File: config.mk
export PLATFORM = sky130hd
export DESIGN_NAME = seq_alu
export DESIGN_NICKNAME = d
export VERILOG_FILES = /design/src/rtl/seq_alu_pkg.sv /design/src/rtl/seq_alu_shift1.sv /design/src/rtl/seq_alu.sv
export SDC_FILE = /design/constraint.sdc
export NUM_CORES = 1
export LEC_CHECK = 0
export CAP_MARGIN = 30
export CORE_UTILIZATION = 35
export CTS_CLUSTER_DIAMETER = 60
export DETAILED_ROUTE_END_ITERATION = 16
export GPL_TIMING_DRIVEN = 0
export MAX_ROUTING_LAYER = met4
export PLACE_DENSITY_LB_ADDON = 0.05
export RECOVER_POWER = 50
export SLEW_MARGIN = 30
export SYNTH_ARGS = -nofsm -noshare
export SYNTH_HDL_FRONTEND = slang
export SYNTH_HIERARCHICAL = 1
export SYNTH_SLANG_ARGS = --single-unit
export TNS_END_PERCENT = 5
File: constraint.sdc
create_clock -name Clk -period 7.5 [get_ports Clk]
set_input_delay 0.75 -clock Clk [delete_from_list [all_inputs] [get_ports Clk]]
set_output_delay 0.75 -clock Clk [all_outputs]
set_load 0.1 [all_outputs]
File: src/rtl/seq_alu_pkg.sv
// Shared definitions for the sequential ALU.
// Contents:
//   seq_op_t        - 4-bit opcode; encodings 13..15 are undefined
//   seq_alu_state_t - top-level controller states
//   shift_mode_t    - operating mode of the one-bit shift/rotate step
//   is_shift_op     - true for the iterative shift/rotate opcodes
//   shift_mode_of   - maps a shift/rotate opcode to its step mode
package seq_alu_pkg;

    typedef enum logic [3:0] {
        ADD = 4'd0,
        SUB = 4'd1,
        XOR = 4'd2,
        AND = 4'd3,
        MOV = 4'd4,
        SEQ = 4'd5,
        SNE = 4'd6,
        MSK = 4'd7,
        LSL = 4'd8,
        LSR = 4'd9,
        ASR = 4'd10,
        ROL = 4'd11,
        MUL = 4'd12
    } seq_op_t;

    typedef enum logic [1:0] {
        IDLE,
        SHIFT,
        MUL_RUN
    } seq_alu_state_t;

    typedef enum logic [1:0] {
        SH_LSL,
        SH_LSR,
        SH_ASR,
        SH_ROL
    } shift_mode_t;

    function automatic logic is_shift_op(input seq_op_t op);
        return op inside {LSL, LSR, ASR, ROL};
    endfunction

    function automatic shift_mode_t shift_mode_of(input seq_op_t op);
        shift_mode_t mode;
        case (op)
            LSL:     mode = SH_LSL;
            LSR:     mode = SH_LSR;
            ASR:     mode = SH_ASR;
            default: mode = SH_ROL;
        endcase
        return mode;
    endfunction

endpackage

File: src/rtl/seq_alu_shift1.sv
// One-bit shift/rotate step, purely combinational.
// Ports:
//   mode    - SH_LSL / SH_LSR / SH_ASR / SH_ROL
//   fill    - bit inserted by LSL (at the LSB) and LSR (at the MSB)
//   data    - value before the step
//   result  - value after the step
//   bit_out - bit that leaves the word (for ROL, the bit that wraps around)
module seq_alu_shift1
    import seq_alu_pkg::*;
#(
    parameter int N = 8
) (
    input  shift_mode_t  mode,
    input  logic         fill,
    input  logic [N-1:0] data,
    output logic [N-1:0] result,
    output logic         bit_out
);

    always_comb begin
        result  = data;
        bit_out = 1'b0;
        case (mode)
            SH_LSL: begin
                result  = {data[N-2:0], fill};
                bit_out = data[N-1];
            end
            SH_LSR: begin
                result  = {fill, data[N-1:1]};
                bit_out = data[0];
            end
            SH_ASR: begin
                result  = {data[N-1], data[N-1:1]};
                bit_out = data[0];
            end
            SH_ROL: begin
                result  = {data[N-2:0], data[N-1]};
                bit_out = data[N-1];
            end
            default: begin
                result  = data;
                bit_out = 1'b0;
            end
        endcase
    end

endmodule

File: src/rtl/seq_alu.sv
// Multi-cycle ALU with a Start/Ready/Done handshake.
// Logic/arithmetic ops finish in one cycle; shifts and rotates step one bit
// per clock; MUL is an iterative shift-add multiplier.
// Ports:
//   Clk, Reset_n       - clock, asynchronous active-low reset
//   Start              - request, taken only while Ready is high
//   OP, InputA, InputB - opcode and operands
//   Amount             - shift/rotate count or mask bit index
//   SC_in              - carry-in for ADD
//   Ready              - high while idle (combinational)
//   Done               - one-cycle pulse; Out and flags update with it
//   Out                - registered result, held until the next Done
//   Zero/Parity/Odd    - registered status of Out
//   Carry              - op-dependent carry / last bit out / MUL overflow
//   Illegal            - set by an undefined opcode
module seq_alu
    import seq_alu_pkg::*;
#(
    parameter int W  = 8,
    parameter int AW = $clog2(W)
) (
    input  logic          Clk,
    input  logic          Reset_n,
    input  logic          Start,
    input  seq_op_t       OP,
    input  logic [W-1:0]  InputA,
    input  logic [W-1:0]  InputB,
    input  logic [AW-1:0] Amount,
    input  logic          SC_in,
    output logic          Ready,
    output logic          Done,
    output logic [W-1:0]  Out,
    output logic          Zero,
    output logic          Parity,
    output logic          Odd,
    output logic          Carry,
    output logic          Illegal
);

    localparam logic [AW:0] COUNT_ONE = (AW+1)'(1);
    localparam logic [AW:0] MUL_STEPS = (AW+1)'(W);

    seq_alu_state_t state;
    seq_op_t        op_q;
    logic [W-1:0]   acc;
    logic [W-1:0]   hi;
    logic [W-1:0]   b_q;
    logic [AW:0]    count;

    logic           accept;
    logic           starts_multi;
    logic           last_step;
    logic [W:0]     add_sum;
    logic [W:0]     mul_sum;
    logic [W-1:0]   single_out;
    logic           single_carry;
    logic           single_illegal;
    shift_mode_t    step_mode;
    logic           step_fill;
    logic [W-1:0]   step_out;
    logic           step_bit;
    logic           res_valid;
    logic [W-1:0]   res_out;
    logic           res_carry;
    logic           res_illegal;

    assign Ready        = (state == IDLE);
    assign accept       = Start & Ready;
    assign starts_multi = (OP == MUL) || (is_shift_op(OP) && (Amount != '0));
    assign last_step    = (count == COUNT_ONE);
    assign add_sum      = {1'b0, InputA} + {1'b0, InputB} + {{W{1'b0}}, SC_in};

    // MUL keeps the multiplier in acc (low half) and the partial product in
    // hi; each step conditionally adds B to hi, then the {carry,hi,acc}
    // chain shifts right by one.
    assign mul_sum = {1'b0, hi} + (acc[0] ? {1'b0, b_q} : {(W+1){1'b0}});

    // The single step unit serves both loops: in MUL it shifts the low half
    // right, pulling in the LSB of the freshly added high half.
    assign step_mode = (state == MUL_RUN) ? SH_LSR : shift_mode_of(op_q);
    assign step_fill = (state == MUL_RUN) ? mul_sum[0] : 1'b0;

    seq_alu_shift1 #(.N(W)) u_step (
        .mode    (step_mode),
        .fill    (step_fill),
        .data    (acc),
        .result  (step_out),
        .bit_out (step_bit)
    );

    // Results of the ops that complete on the acceptance edge.
    always_comb begin
        single_out     = '0;
        single_carry   = 1'b0;
        single_illegal = 1'b0;
        case (OP)
            ADD: begin
                single_out   = add_sum[W-1:0];
                single_carry = add_sum[W];
            end
            SUB: begin
                single_out   = InputA - InputB;
                single_carry = (InputA >= InputB);
            end
            XOR:                single_out = InputA ^ InputB;
            AND:                single_out = InputA & InputB;
            MOV:                single_out = InputB;
            SEQ:                single_out = {{(W-1){1'b0}}, (InputA == InputB)};
            SNE:                single_out = {{(W-1){1'b0}}, (InputA != InputB)};
            MSK:                single_out = InputA & (W'(1) << Amount);
            LSL, LSR, ASR, ROL: single_out = InputA;
            MUL:                single_out = '0;
            default:            single_illegal = 1'b1;
        endcase
    end

    // Selects which path, if any, completes on the coming edge.
    always_comb begin
        res_valid   = 1'b0;
        res_out     = '0;
        res_carry   = 1'b0;
        res_illegal = 1'b0;
        case (state)
            IDLE: begin
                if (accept && !starts_multi) begin
                    res_valid   = 1'b1;
                    res_out     = single_out;
                    res_carry   = single_carry;
                    res_illegal = single_illegal;
                end
            end
            SHIFT: begin
                if (last_step) begin
                    res_valid = 1'b1;
                    res_out   = step_out;
                    res_carry = step_bit;
                end
            end
            MUL_RUN: begin
                if (last_step) begin
                    res_valid = 1'b1;
                    res_out   = step_out;
                    res_carry = |mul_sum[W:1];
                end
            end
            default: res_valid = 1'b0;
        endcase
    end

    // Controller, iteration registers and the registered result/flags.
    always_ff @(posedge Clk or negedge Reset_n) begin
        if (!Reset_n) begin
            state   <= IDLE;
            op_q    <= ADD;
            acc     <= '0;
            hi      <= '0;
            b_q     <= '0;
            count   <= '0;
            Done    <= 1'b0;
            Out     <= '0;
            Zero    <= 1'b0;
            Parity  <= 1'b0;
            Odd     <= 1'b0;
            Carry   <= 1'b0;
            Illegal <= 1'b0;
        end else begin
            Done <= res_valid;
            case (state)
                IDLE: begin
                    if (accept && starts_multi) begin
                        op_q <= OP;
                        acc  <= InputA;
                        b_q  <= InputB;
                        hi   <= '0;
                        if (OP == MUL) begin
                            count <= MUL_STEPS;
                            state <= MUL_RUN;
                        end else begin
                            count <= {1'b0, Amount};
                            state <= SHIFT;
                        end
                    end
                end
                SHIFT: begin
                    acc   <= step_out;
                    count <= count - COUNT_ONE;
                    if (last_step) state <= IDLE;
                end
                MUL_RUN: begin
                    acc   <= step_out;
                    hi    <= mul_sum[W:1];
                    count <= count - COUNT_ONE;
                    if (last_step) state <= IDLE;
                end
                default: state <= IDLE;
            endcase
            if (res_valid) begin
                Out     <= res_out;
                Zero    <= ~|res_out;
                Parity  <= ^res_out;
                Odd     <= res_out[0];
                Carry   <= res_carry;
                Illegal <= res_illegal;
            end
        end
    end

endmodule

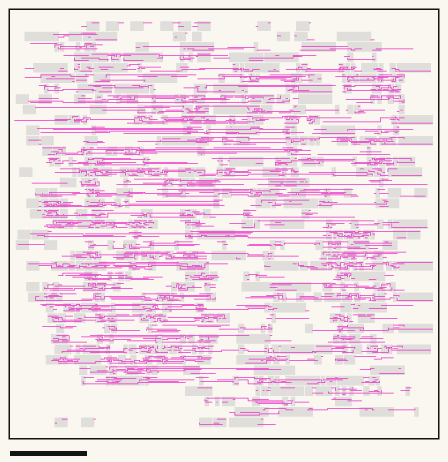
**Above:** metal 1.
Scale bar: 20 um.
- nets with wire on the layer: 581
- main direction: horizontal
- longest straight run: 44.2 um
- share of all routed wire: 47%
- wire length on this layer: 6,480 um
via count: 4,048
drt total wl: 13,700 um

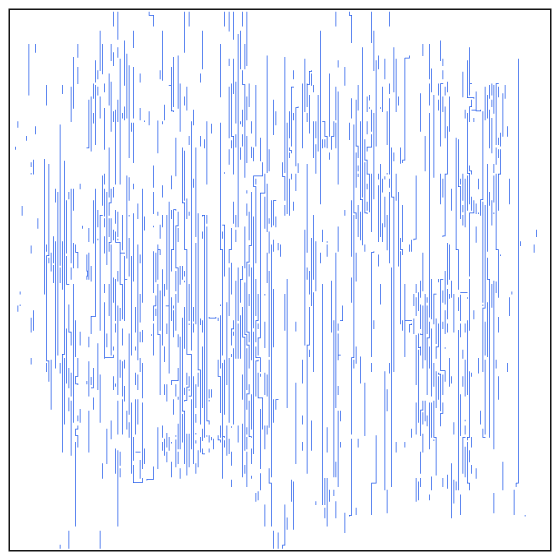
**Above:** met2 routing.
- main direction: vertical
- nets with wire on the layer: 513
- longest straight run: 87.7 um
- share of all routed wire: 45%
met2 usage: 37.7%

[synthesized netlist by cell type (all sizes together), types with 5 or more instances]
cell     n
nand2   59
o21ai   49
dfrtp   47
a21oi   37
ha      36
nor2    34
inv     31
clkbuf  17
mux2i   13
nand3   12
a22o    11
and2    11
buf     11
nand2b  11
nor3     9
o22ai    9
xnor2    9
a31oi    7
a211oi   6
a32oi    6
nand4    5
nor2b    5
or2      5
or3      5
[through the flow]
stage	utilization (%)	setup slack (ns)	cells	total power, W	instance area, um2
2_1_floorplan	-	4.27	519	0.00112	4210
3_3_place_gp	41.3	3.11	701	0.00137	4780
4_1_cts	42.9	3.51	709	0.00163	4960
3_5_place_dp	41.6	3.22	702	0.00137	4810
5_1_grt	42.8	3.27	709	0.00173	4940
6_report	42.8	3.45	709	0.00162	4940
[worst min-delay path by stage]
| stage | start | endpoint | slack, ns | cells past startpoint |
|---|---|---|---|---|
| final | op_q[0]$_DFFE_PN0P_ | op_q[0]$_DFFE_PN0P_ | 0.47 | 2 |
| after global routing | op_q[3]$_DFFE_PN0P_ | op_q[3]$_DFFE_PN0P_ | 0.51 | 1 |
| after CTS | Reset_n | hi[1]$_DFFE_PN0P_ | 0.32 | 1 |
| after detailed placement | op_q[3]$_DFFE_PN0P_ | op_q[3]$_DFFE_PN0P_ | 0.46 | 1 |
| after global placement | b_q[5]$_DFFE_PN0P_ | b_q[5]$_DFFE_PN0P_ | 0.46 | 2 |
| after floorplan | op_q[3]$_DFFE_PN0P_ | op_q[3]$_DFFE_PN0P_ | 0.44 | 1 |
[area by class of cell]
class                           instances  area, um2
Fill cell                            1222       6620
Multi-Input combinational cell        412       2800
Sequential cell                        47       1180
Timing Repair Buffer                   40        388
Tap cell                              143        179
Clock buffer                            6        129
Buffer                                 28        123
Inverter                               32        120
Clock inverter                          1       30.0
==> reports/metrics.csv <==
stage,metric,value,unit
status,status,"finished, violations left",
status,violations,"design-rule violations, max-capacitance violations, max-slew violations",
clocking,clock_sink_count,47,
logic_synthesis,ys.flops,47,
final_timing,setup_viol,0,
detailed_routing,drtIter0Drc,349,
logic_synthesis,synthTopCellsByArea,"dfrtp_1 (28%), ha_1 (11%), o21ai_0 (5.7%), nand2_1 (5.3%), a21oi_1 (4.3%)",
clocking,cts-hold-fix-buffers,0,
worst_setup_path,reg2reg_slack,3.64,ns
global_routing,grt_pass1_wl,22300,um
finish,lay_top_count,nand2_1,
worst_setup_path,rr_endpoint,Parity$_DFFE_PN0P_,
global_routing,grt-busiest-layer,met2,
logic_synthesis,simple_gate_share,20.6,%
power,leakagePower,2.14,nW
logic_synthesis,netlist_logic_family_top,AND-OR/OR-AND gates,
final_timing,slew-limit-headroom,-9.00,%
logic_synthesis,avgSynthCellArea,8.11,um2
worst_setup_path,slowest_stage,clkdlybuf4s50_1,
worst_setup_path,max_stage_delay,0.56,ns
clocking,clk_latency,0.30,ns
power,cellPowerDensity,327,nW/um2
logic_synthesis,synth_seq_share,28.0,%
worst_setup_path,cp.arrival,4.23,ns
final_timing,rsz0062_at_grt,false,
worst_setup_path,crit_start,InputB[4],
worst_setup_path,end_kind,register,
global_routing,track_usage,23.7,%
logic_synthesis,yosys_area,4210,um2
worst_setup_path,crit_buf_inv,3,
global_routing,grt_antenna_before_repair,0,
place,port_buffers,39,
power,ir_drop,0.188,mV
final_timing,fin_hold_ws,0.471,ns
power,p_int,0.000815,W
clocking,clk_pin_slew_worst_paths,0.06,ns
finish,drive_gt1_share,4.77,%
global_routing,use_met1,31.2,%
worst_setup_path,cp_top_family,AND-OR/OR-AND gates,
global_routing,grt_max_degree,31,
detailed_routing,wl_met1,6480,um
logic_synthesis,synth_top_cell_by_area,dfrtp_1,
logic_synthesis,synth_top_area_share,28.0,%
die,chipHeight,112,um
place,dp_hpwl,11000,um
detailed_routing,highest_layer,met4,
detailed_routing,drtPass1Iterations,12,
worst_setup_path,worst-r2r-cell-count,16,
place,gp_congestion,0.909,
clocking,cts.path.max_buffers,2,
power,p_clk,0.000252,W
final_timing,timing.final.max_slew_violations,31,
worst_setup_path,crit_chain,"clkdlybuf4s50_1, inv_1, ha_1, clkbuf_1, nand4_1, o32a_1, a21oi_1, nor3_1, a311oi_1, ha_1, xnor2_1, xnor2_1, o21ai_0",
worst_setup_path,path_class,input port to register,
detailed_routing,wl_met3,674,um
power,p_seq_share,25.3,%
power,clockPowerShare,15.6,%
power,comb_power_share,59.1,%
detailed_routing,dr_wl_met2,6180,um
global_routing,grt.overflow.total,0,
finish,syn_to_final_growth,17.5,%
clocking,cts_resized,0,
final_timing,fin_setup_tns,0,ns
logic_synthesis,synth_cells,519,
logic_synthesis,ys_types,70,
logic_synthesis,edf_count,0,
job,cap_violations,1,
global_routing,use_met3,2.83,%
detailed_routing,ant_nets,0,
logic_synthesis,ys_sh_aoi,27.4,%
die,dieWidth,112,um
clocking,numCtsBuffers,5,
logic_synthesis,async_flop_share,100,%
power,powerComb,0.000958,W
power,p_seq,0.000409,W
logic_synthesis,mux_area_share,3.36,%
clocking,cts_root_buf,clkbuf_16,
die,placementRows,39,
detailed_routing,drc_errors,2,
finish,antenna_cells,0,
logic_synthesis,fp_nets,586,
final_timing,min_period_over_period,54.0,%
logic_synthesis,synthAdderAreaFrac,12.6,%
power,power_leader,combinational logic,
die,fp_util,36.4,%
worst_setup_path,path_depth,13,
global_routing,grt_pass1_vias,4105,
die,dieArea,12500,um2
clocking,cts_tree,done,
logic_synthesis,ys_sh_xor,2.29,%
finish,final_nets,633,
worst_setup_path,start_kind,input port,
No activity file was given, so power comes from the tool's default toggle rates.
